`src/rtl/change_dispenser_if.sv`:
```
// Handshake and status bundle between the vending transaction logic and the
// change dispenser.
interface change_dispenser_if #(
  parameter int AMT_W = 8
) ();
  logic             req_valid;
  logic             req_ready;
  logic [AMT_W-1:0] req_amount;
  logic             coin_ack;
  logic [4:0]       eject;
  logic             refill;
  logic             busy;
  logic             done;
  logic [AMT_W-1:0] shortfall;
  logic             fault;
  logic [AMT_W-1:0] tally_five;
  logic [AMT_W-1:0] tally_dollar;
  logic [AMT_W-1:0] tally_quarter;
  logic [AMT_W-1:0] tally_dime;
  logic [AMT_W-1:0] tally_nickel;

  modport master (
    output req_valid, req_amount, coin_ack, refill,
    input  req_ready, eject, busy, done, shortfall, fault,
           tally_five, tally_dollar, tally_quarter, tally_dime, tally_nickel
  );

  modport slave (
    input  req_valid, req_amount, coin_ack, refill,
    output req_ready, eject, busy, done, shortfall, fault,
           tally_five, tally_dollar, tally_quarter, tally_dime, tally_nickel
  );
endinterface

```
`src/rtl/change_dispenser.sv`:
```
// Greedy largest-first change payout FSM with per-denomination inventory,
// ack timeout fallback and per-transaction tallies.
module change_dispenser #(
  parameter int AMT_W       = 8,
  parameter int INV_W       = 8,
  parameter int INIT_INV    = 20,
  parameter int ACK_TIMEOUT = 1023
) (
  input logic               clk,
  input logic               rst_n,
  change_dispenser_if.slave bus
);
  localparam int TW = $clog2(ACK_TIMEOUT + 1);

  typedef enum logic [2:0] {S_IDLE, S_SELECT, S_EJECT, S_WAIT_ACK, S_DONE} state_t;

  state_t                     r_state, w_next;
  logic [AMT_W-1:0]           r_rem;
  logic [2:0]                 r_sel;
  logic [4:0][INV_W-1:0]      r_inv;
  logic [4:0][AMT_W-1:0]      r_tally;
  logic [AMT_W-1:0]           r_short;
  logic                       r_fault;
  logic [TW-1:0]              r_tmo;
  logic                       w_found;
  logic [2:0]                 w_pick;
  logic                       w_tmo_hit;

  // Index 4..0 = $5, $1, 25c, 10c, 5c; matches the eject bit order.
  function automatic logic [AMT_W-1:0] val(input logic [2:0] i);
    case (i)
      3'd4:    val = AMT_W'(100);
      3'd3:    val = AMT_W'(20);
      3'd2:    val = AMT_W'(5);
      3'd1:    val = AMT_W'(2);
      default: val = AMT_W'(1);
    endcase
  endfunction

  // Ascending scan so the largest eligible denomination wins.
  always_comb begin
    w_found = 1'b0;
    w_pick  = 3'd0;
    for (int i = 0; i < 5; i++) begin
      if (val(3'(i)) <= r_rem && r_inv[i] != '0) begin
        w_found = 1'b1;
        w_pick  = 3'(i);
      end
    end
  end

  assign w_tmo_hit = (r_tmo == TW'(ACK_TIMEOUT - 1));

  always_comb begin
    w_next = r_state;
    case (r_state)
      S_IDLE:     if (bus.req_valid) w_next = S_SELECT;
      S_SELECT:   w_next = (r_rem != '0 && w_found) ? S_EJECT : S_DONE;
      S_EJECT:    w_next = S_WAIT_ACK;
      S_WAIT_ACK: if (bus.coin_ack || w_tmo_hit) w_next = S_SELECT;
      S_DONE:     w_next = S_IDLE;
      default:    w_next = S_IDLE;
    endcase
  end

  always_ff @(posedge clk or negedge rst_n) begin
    if (!rst_n) begin
      r_state <= S_IDLE;
      r_rem   <= '0;
      r_sel   <= '0;
      r_short <= '0;
      r_fault <= 1'b0;
      r_tmo   <= '0;
      r_tally <= '0;
      for (int i = 0; i < 5; i++) r_inv[i] <= INV_W'(INIT_INV);
    end else begin
      r_state <= w_next;
      case (r_state)
        S_IDLE: begin
          if (bus.refill) begin
            for (int i = 0; i < 5; i++) r_inv[i] <= INV_W'(INIT_INV);
            r_fault <= 1'b0;
          end
          if (bus.req_valid) begin
            r_rem   <= bus.req_amount;
            r_tally <= '0;
          end
        end
        S_SELECT: begin
          if (r_rem == '0)  r_short <= '0;
          else if (w_found) r_sel   <= w_pick;
          else              r_short <= r_rem;
        end
        S_EJECT: r_tmo <= '0;
        S_WAIT_ACK: begin
          if (bus.coin_ack) begin
            r_rem          <= r_rem - val(r_sel);
            r_inv[r_sel]   <= r_inv[r_sel] - INV_W'(1);
            r_tally[r_sel] <= r_tally[r_sel] + AMT_W'(1);
          end else if (w_tmo_hit) begin
            // Treat the stuck denomination as empty so the next smaller one is tried.
            r_inv[r_sel] <= '0;
            r_fault      <= 1'b1;
          end else begin
            r_tmo <= r_tmo + TW'(1);
          end
        end
        default: ;
      endcase
    end
  end

  assign bus.req_ready     = (r_state == S_IDLE);
  assign bus.busy          = (r_state != S_IDLE);
  assign bus.done          = (r_state == S_DONE);
  assign bus.eject         = (r_state == S_EJECT) ? (5'b00001 << r_sel) : 5'b00000;
  assign bus.shortfall     = r_short;
  assign bus.fault         = r_fault;
  assign bus.tally_five    = r_tally[4];
  assign bus.tally_dollar  = r_tally[3];
  assign bus.tally_quarter = r_tally[2];
  assign bus.tally_dime    = r_tally[1];
  assign bus.tally_nickel  = r_tally[0];
endmodule
```
`src/flat_wrapper.sv`:
```
// flat-port wrapper written by rule: the top's interface ports become plain ports
module change_dispenser_flat 
#(
  parameter int AMT_W       = 8,
  parameter int INV_W       = 8,
  parameter int INIT_INV    = 20,
  parameter int ACK_TIMEOUT = 1023
)
  (clk, rst_n, bus_req_valid, bus_req_amount, bus_coin_ack, bus_refill, bus_req_ready, bus_eject, bus_busy, bus_done, bus_shortfall, bus_fault, bus_tally_five, bus_tally_dollar, bus_tally_quarter, bus_tally_dime, bus_tally_nickel);
  change_dispenser_if #(.AMT_W(AMT_W)) bus_i ();
  input logic clk;
  input logic rst_n;
  input wire logic [$bits(bus_i.req_valid)-1:0] bus_req_valid;
  input wire logic [$bits(bus_i.req_amount)-1:0] bus_req_amount;
  input wire logic [$bits(bus_i.coin_ack)-1:0] bus_coin_ack;
  input wire logic [$bits(bus_i.refill)-1:0] bus_refill;
  output wire logic [$bits(bus_i.req_ready)-1:0] bus_req_ready;
  output wire logic [$bits(bus_i.eject)-1:0] bus_eject;
  output wire logic [$bits(bus_i.busy)-1:0] bus_busy;
  output wire logic [$bits(bus_i.done)-1:0] bus_done;
  output wire logic [$bits(bus_i.shortfall)-1:0] bus_shortfall;
  output wire logic [$bits(bus_i.fault)-1:0] bus_fault;
  output wire logic [$bits(bus_i.tally_five)-1:0] bus_tally_five;
  output wire logic [$bits(bus_i.tally_dollar)-1:0] bus_tally_dollar;
  output wire logic [$bits(bus_i.tally_quarter)-1:0] bus_tally_quarter;
  output wire logic [$bits(bus_i.tally_dime)-1:0] bus_tally_dime;
  output wire logic [$bits(bus_i.tally_nickel)-1:0] bus_tally_nickel;
  assign bus_i.req_valid = bus_req_valid;
  assign bus_i.req_amount = bus_req_amount;
  assign bus_i.coin_ack = bus_coin_ack;
  assign bus_i.refill = bus_refill;
  assign bus_req_ready = bus_i.req_ready;
  assign bus_eject = bus_i.eject;
  assign bus_busy = bus_i.busy;
  assign bus_done = bus_i.done;
  assign bus_shortfall = bus_i.shortfall;
  assign bus_fault = bus_i.fault;
  assign bus_tally_five = bus_i.tally_five;
  assign bus_tally_dollar = bus_i.tally_dollar;
  assign bus_tally_quarter = bus_i.tally_quarter;
  assign bus_tally_dime = bus_i.tally_dime;
  assign bus_tally_nickel = bus_i.tally_nickel;
  change_dispenser #(.AMT_W(AMT_W), .INV_W(INV_W), .INIT_INV(INIT_INV), .ACK_TIMEOUT(ACK_TIMEOUT)) u_core (.clk(clk), .rst_n(rst_n), .bus(bus_i));
endmodule
```
`config.mk`:
```
export PLATFORM = sky130hd
export DESIGN_NAME = change_dispenser_flat
export DESIGN_NICKNAME = d
export VERILOG_FILES = /design/src/rtl/change_dispenser_if.sv /design/src/rtl/change_dispenser.sv /design/src/flat_wrapper.sv
export SDC_FILE = /design/constraint.sdc
export NUM_CORES = 1
export LEC_CHECK = 0
export ABC_AREA = 1
export CELL_PAD_IN_SITES_DETAIL_PLACEMENT = 0
export CELL_PAD_IN_SITES_GLOBAL_PLACEMENT = 1
export CORE_MARGIN = 2
export CORE_UTILIZATION = 38
export CTS_CLUSTER_SIZE = 40
export DETAILED_ROUTE_END_ITERATION = 10
export MAX_ROUTING_LAYER = met4
export PLACE_DENSITY = 0.76
export SYNTH_ARGS = -nofsm -noshare
export SYNTH_HDL_FRONTEND = slang
export SYNTH_SLANG_ARGS = --single-unit
```
`constraint.sdc`:
```
create_clock -name clk -period 2.34 [get_ports clk]
set_clock_uncertainty 0.15 [all_clocks]
set_input_delay 0.468 -clock clk [delete_from_list [all_inputs] [get_ports clk]]
set_output_delay 0.468 -clock clk [all_outputs]
set_load 0.02 [all_outputs]
```
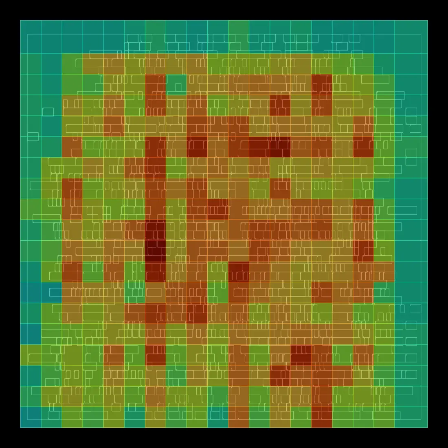
Fig. 1. Routing congestion map.
post-layout util: 0.562
WL/cell: 17.5 um

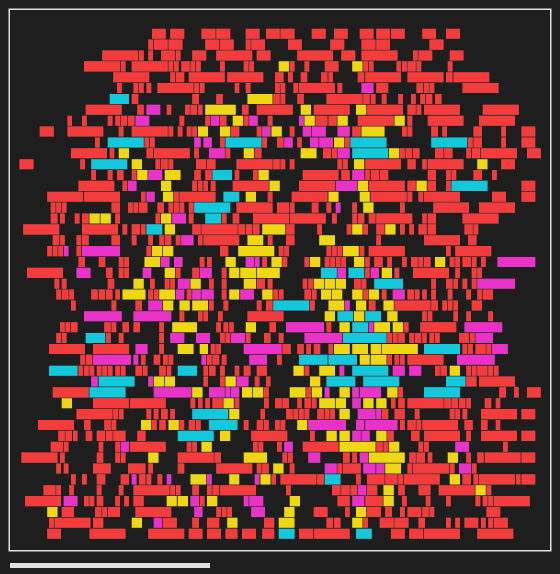
Fig. 2. Sizing map.
The bar under the picture is 50 um long.
[red] drive 1 or less | cells: 794 | share: 73% | most used: nand2_1
[cyan] drive 6 and up | cells: 40 | share: 3.7% | most used: clkbuf_16
[yellow] drive 3 to 4 | cells: 150 | share: 14% | most used: buf_4
[magenta] drive 2 | cells: 107 | share: 9.8% | most used: nand2_2

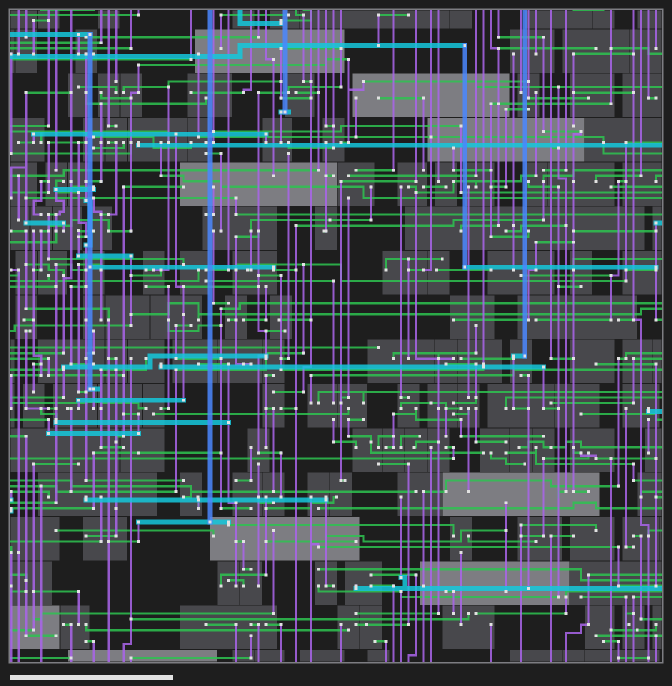
Fig. 3. Layout detail.
The bar under the picture is 10 um long. Window x 48 to 88, y 21 to 61 um. Cells in grey, sequential cells in the stronger grey; small squares are vias.
[purple] met2
[green] met1
[blue] met4
[cyan] met3
netlist names of flops here include: `u_core.r_inv` (3), `u_core.r_sel` (3)
cells with their middle in the window: 125
most frequent: nand2_1 (33), buf_4 (20), inv_1 (9)
sequential cells in the window: 7

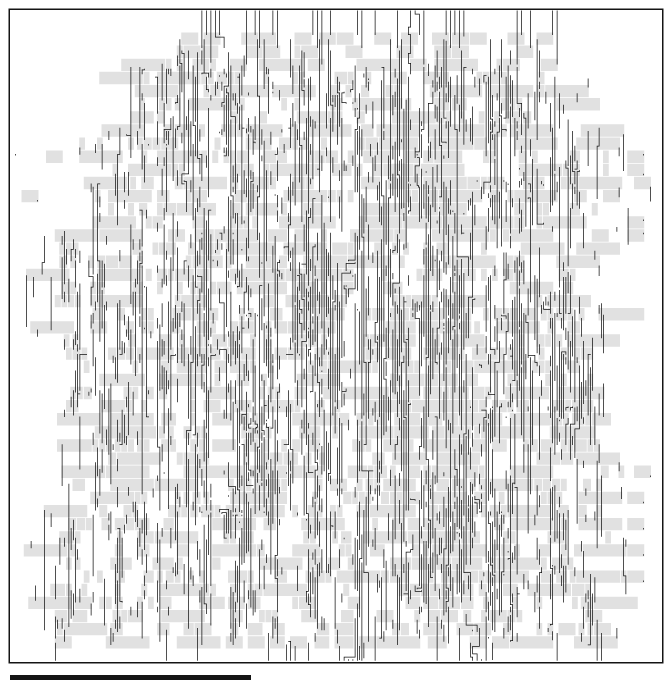
Fig. 4. Metal 2.
The bar under the picture is 50 um long.
longest straight run: 49.8 um
main direction: vertical
nets with wire on the layer: 892
wire length on this layer: 10300 um
share of all routed wire: 45%

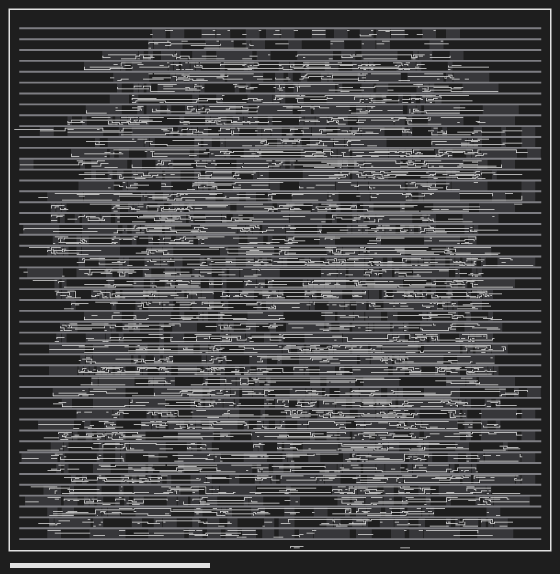
Fig. 5. M1 wires.
The bar under the picture is 50 um long. Supply wires on this layer in grey.
nets with wire on the layer: 1028
longest straight run: 53.4 um
share of all routed wire: 47%

==> results.sh <==
# source this file to load flow results
export IMPL_worstSkewPairLatency_ps=420
export IMPL_grt_antenna_before_repair=0
export IMPL_clock_sinks=113
export IMPL_ys_top_logic_family="simple AND/OR/NAND/NOR gates"
export IMPL_cp_slowest_cell="dfrtp_2"
export IMPL_max_cap_violations=0
export IMPL_aoi_share=0.152
export IMPL_crit_type="reg2reg"
export IMPL_synth_cell_type_count=50
export IMPL_synth_edff_count=0
export IMPL_cpMostUsedCell="nand2_2"
export IMPL_yosys_cells=886
export IMPL_die_height_um=135
export IMPL_synth_area_leader_cell="dfrtp_1"
export IMPL_yosys_warnings=0
export IMPL_warning_count=31
export IMPL_drive_gt1_frac=0.272
export IMPL_leakage_uw=0.00452
export IMPL_simple_gate_share=0.299
export IMPL_holdWs_ps=324
export IMPL_dr_total_vias=6752
export IMPL_rows=47
export IMPL_synthArstFlopShare=1.00
export IMPL_track_usage=0.265
export IMPL_via_per_inst=5.15
export IMPL_cts_tree="built"
export IMPL_finalHoldViolCount=0
export IMPL_ff_type="dfrtp_1"
export IMPL_final_cell_mix="nand2_1 (273), buf_4 (114), dfrtp_1 (100)"
export IMPL_root_buffer="clkbuf_16"
export IMPL_synth_seq_area_share=0.435
export IMPL_nNetsFinal=1105
export IMPL_ys_chip_area_sq_um=6540
export IMPL_avgSynthCellArea_sq_um=7.38
export IMPL_p_switching_uw=6260
export IMPL_chipArea_sq_um=18300
export IMPL_antenna_left=0
export IMPL_cp_start_kind="flip-flop"
export IMPL_critical_path_required_ps=2530
export IMPL_seq_power_share=0.215
export IMPL_finalClockPeriodUsage=1.03
export IMPL_ioPinCount=70
export IMPL_place_area_sq_um=8220
export IMPL_grt_pass1_vias=6379
export IMPL_die_w_um=135
export IMPL_maxSlewHeadroom=0.713
export IMPL_min_period_ps=2420
export IMPL_p_int_uw=7400
export IMPL_grt_pass1_wl_um=35500
export IMPL_xor_area_frac=0.0107
export IMPL_lay_top_count="nand2_1"
export IMPL_power_density_nw_per_um2=1450
export IMPL_num_antenna_cells=0
export IMPL_clkPwrFrac=0.181
export IMPL_worst_setup_path_end_kind="flip-flop"
export IMPL_status="complete, but fails checks"
export IMPL_violations="setup timing"
export IMPL_setup_violations=9
export IMPL_p_comb_frac=0.605
export IMPL_hold_class="reg2reg"
export IMPL_stdcell_area_sq_um=9390
export IMPL_place_gp_congestion=0.975
export IMPL_clk_pin_slew_ps=50
export IMPL_synth_top_area_share=0.394
export IMPL_drtIter0Drc=494
export IMPL_rsz0062_at_grt="yes"
export IMPL_grt_overflow=0
export IMPL_p_total_uw=13700
export IMPL_fin_ws_ps=-77.0
export IMPL_grt_max_degree=40
export IMPL_yosys_top_cells_area="dfrtp_1 (39%), nand2_1 (17%), inv_1 (5.7%)"
export IMPL_cp_max_fo=5
export IMPL_fillers=1588
export IMPL_areaGrowthSynthToFinish_pct=43.7
export IMPL_p_sw_frac=0.458
[logic make-up after synthesis]
family | count (synthesis)
fa+ha+maj | 12
compound gates | 168
flops | 113
simple gates | 455
buf+inv | 130
xor+xnor | 8
[routing by layer]
layer,global-route usage,wire length (um)
met1,0.380,10700
met2,0.385,10300
met3,0.0546,1570
met4,0.0648,357
met5,-,0
[sequential cells by signal, indices dropped and copies added, names as in the netlist]
register,count
u_core.r_sel,3
u_core.r_tmo,10
u_core.bus.tally_five,8
u_core.bus.fault,1
u_core.bus.tally_quarter,8
u_core.bus.tally_dollar,8
u_core.r_inv,40
u_core.r_state,3
u_core.bus.tally_dime,8
u_core.bus.tally_nickel,8
u_core.r_rem,8
u_core.bus.shortfall,8
[cell type report]
cell class | count | area (sq um) | share of cell area
inverters | 113 | 434 | 0.0462
flip-flops and latches | 113 | 2840 | 0.303
clock inverters | 5 | 52.6 | 0.00559
clock buffers | 25 | 505 | 0.0538
repair buffers | 192 | 1690 | 0.179
well taps | 220 | 275 | 0.0293
multi-input cells | 643 | 3600 | 0.383
[stage by stage]
| step | TNS (ps) | setup WS, ps | std cells |
|---|---|---|---|
| floorplan | -77.0 | -44.1 | 886 |
| global placement | -481 | -73.2 | 1258 |
| detailed placement | -573 | -108 | 1258 |
| CTS | -92.1 | -46.7 | 1300 |
| global route | -2710 | -219 | 1311 |
| finish | -249 | -77.0 | 1311 |
[worst paths after layout]
kind	from	end	slack [ps]	depth (start not counted)
hold reg to reg	u_core.bus.shortfall[5]	u_core.bus.shortfall[5]	320	2
max in group asynchronous	rst_n	u_core.bus.shortfall[0]	930	3
setup / recovery	u_core.r_sel[1]	u_core.r_rem[6]	-80	16
min in group asynchronous	rst_n	u_core.r_tmo[0]	390	2
setup reg to reg	u_core.r_sel[1]	u_core.r_rem[6]	-80	16
hold / removal	u_core.bus.shortfall[5]	u_core.bus.shortfall[5]	320	2
[power groups by stage]
| stage | sequential, uW | clock [uW] | combinational (uW) |
|---|---|---|---|
| 3_3_place_gp | 2930 | 0 | 6740 |
| 2_1_floorplan | 2890 | 0 | 3820 |
| 6_report | 2930 | 2470 | 8260 |
| 4_1_cts | 2920 | 2500 | 7270 |
| 5_1_grt | 3000 | 2590 | 8940 |
| 3_5_place_dp | 2930 | 0 | 6760 |
[cells in the mapped netlist, drive strengths merged (2+ instances only)]
| cell type | n |
|---|---|
| nand2 | 302 |
| o2111ai | 2 |
| a31o | 2 |
| nor4 | 5 |
| dfstp | 10 |
| xnor2 | 6 |
| nand3 | 48 |
| inv | 113 |
| buf | 10 |
| o31ai | 8 |
| or2 | 4 |
| o21ai | 77 |
| o22ai | 31 |
| xor2 | 2 |
| a21oi | 33 |
| clkbuf | 7 |
| nor2 | 75 |
| a22oi | 3 |
| dfrtp | 103 |
| nor3 | 7 |
| a21boi | 3 |
| a31oi | 3 |
| nand4 | 13 |
| ha | 11 |
[timing repair]
| action | 4_1_cts | 5_1_grt |
|---|---|---|
| buffers inserted | 11 | 11 |
| hold endpoints to repair | 20 | 0 |
| resized | 61 | 101 |
| gates cloned | 0 | 0 |
| pin swaps | 16 | 26 |
| hold buffers | 1 | 0 |
| endpoints found under the setup margin | 32 | 71 |
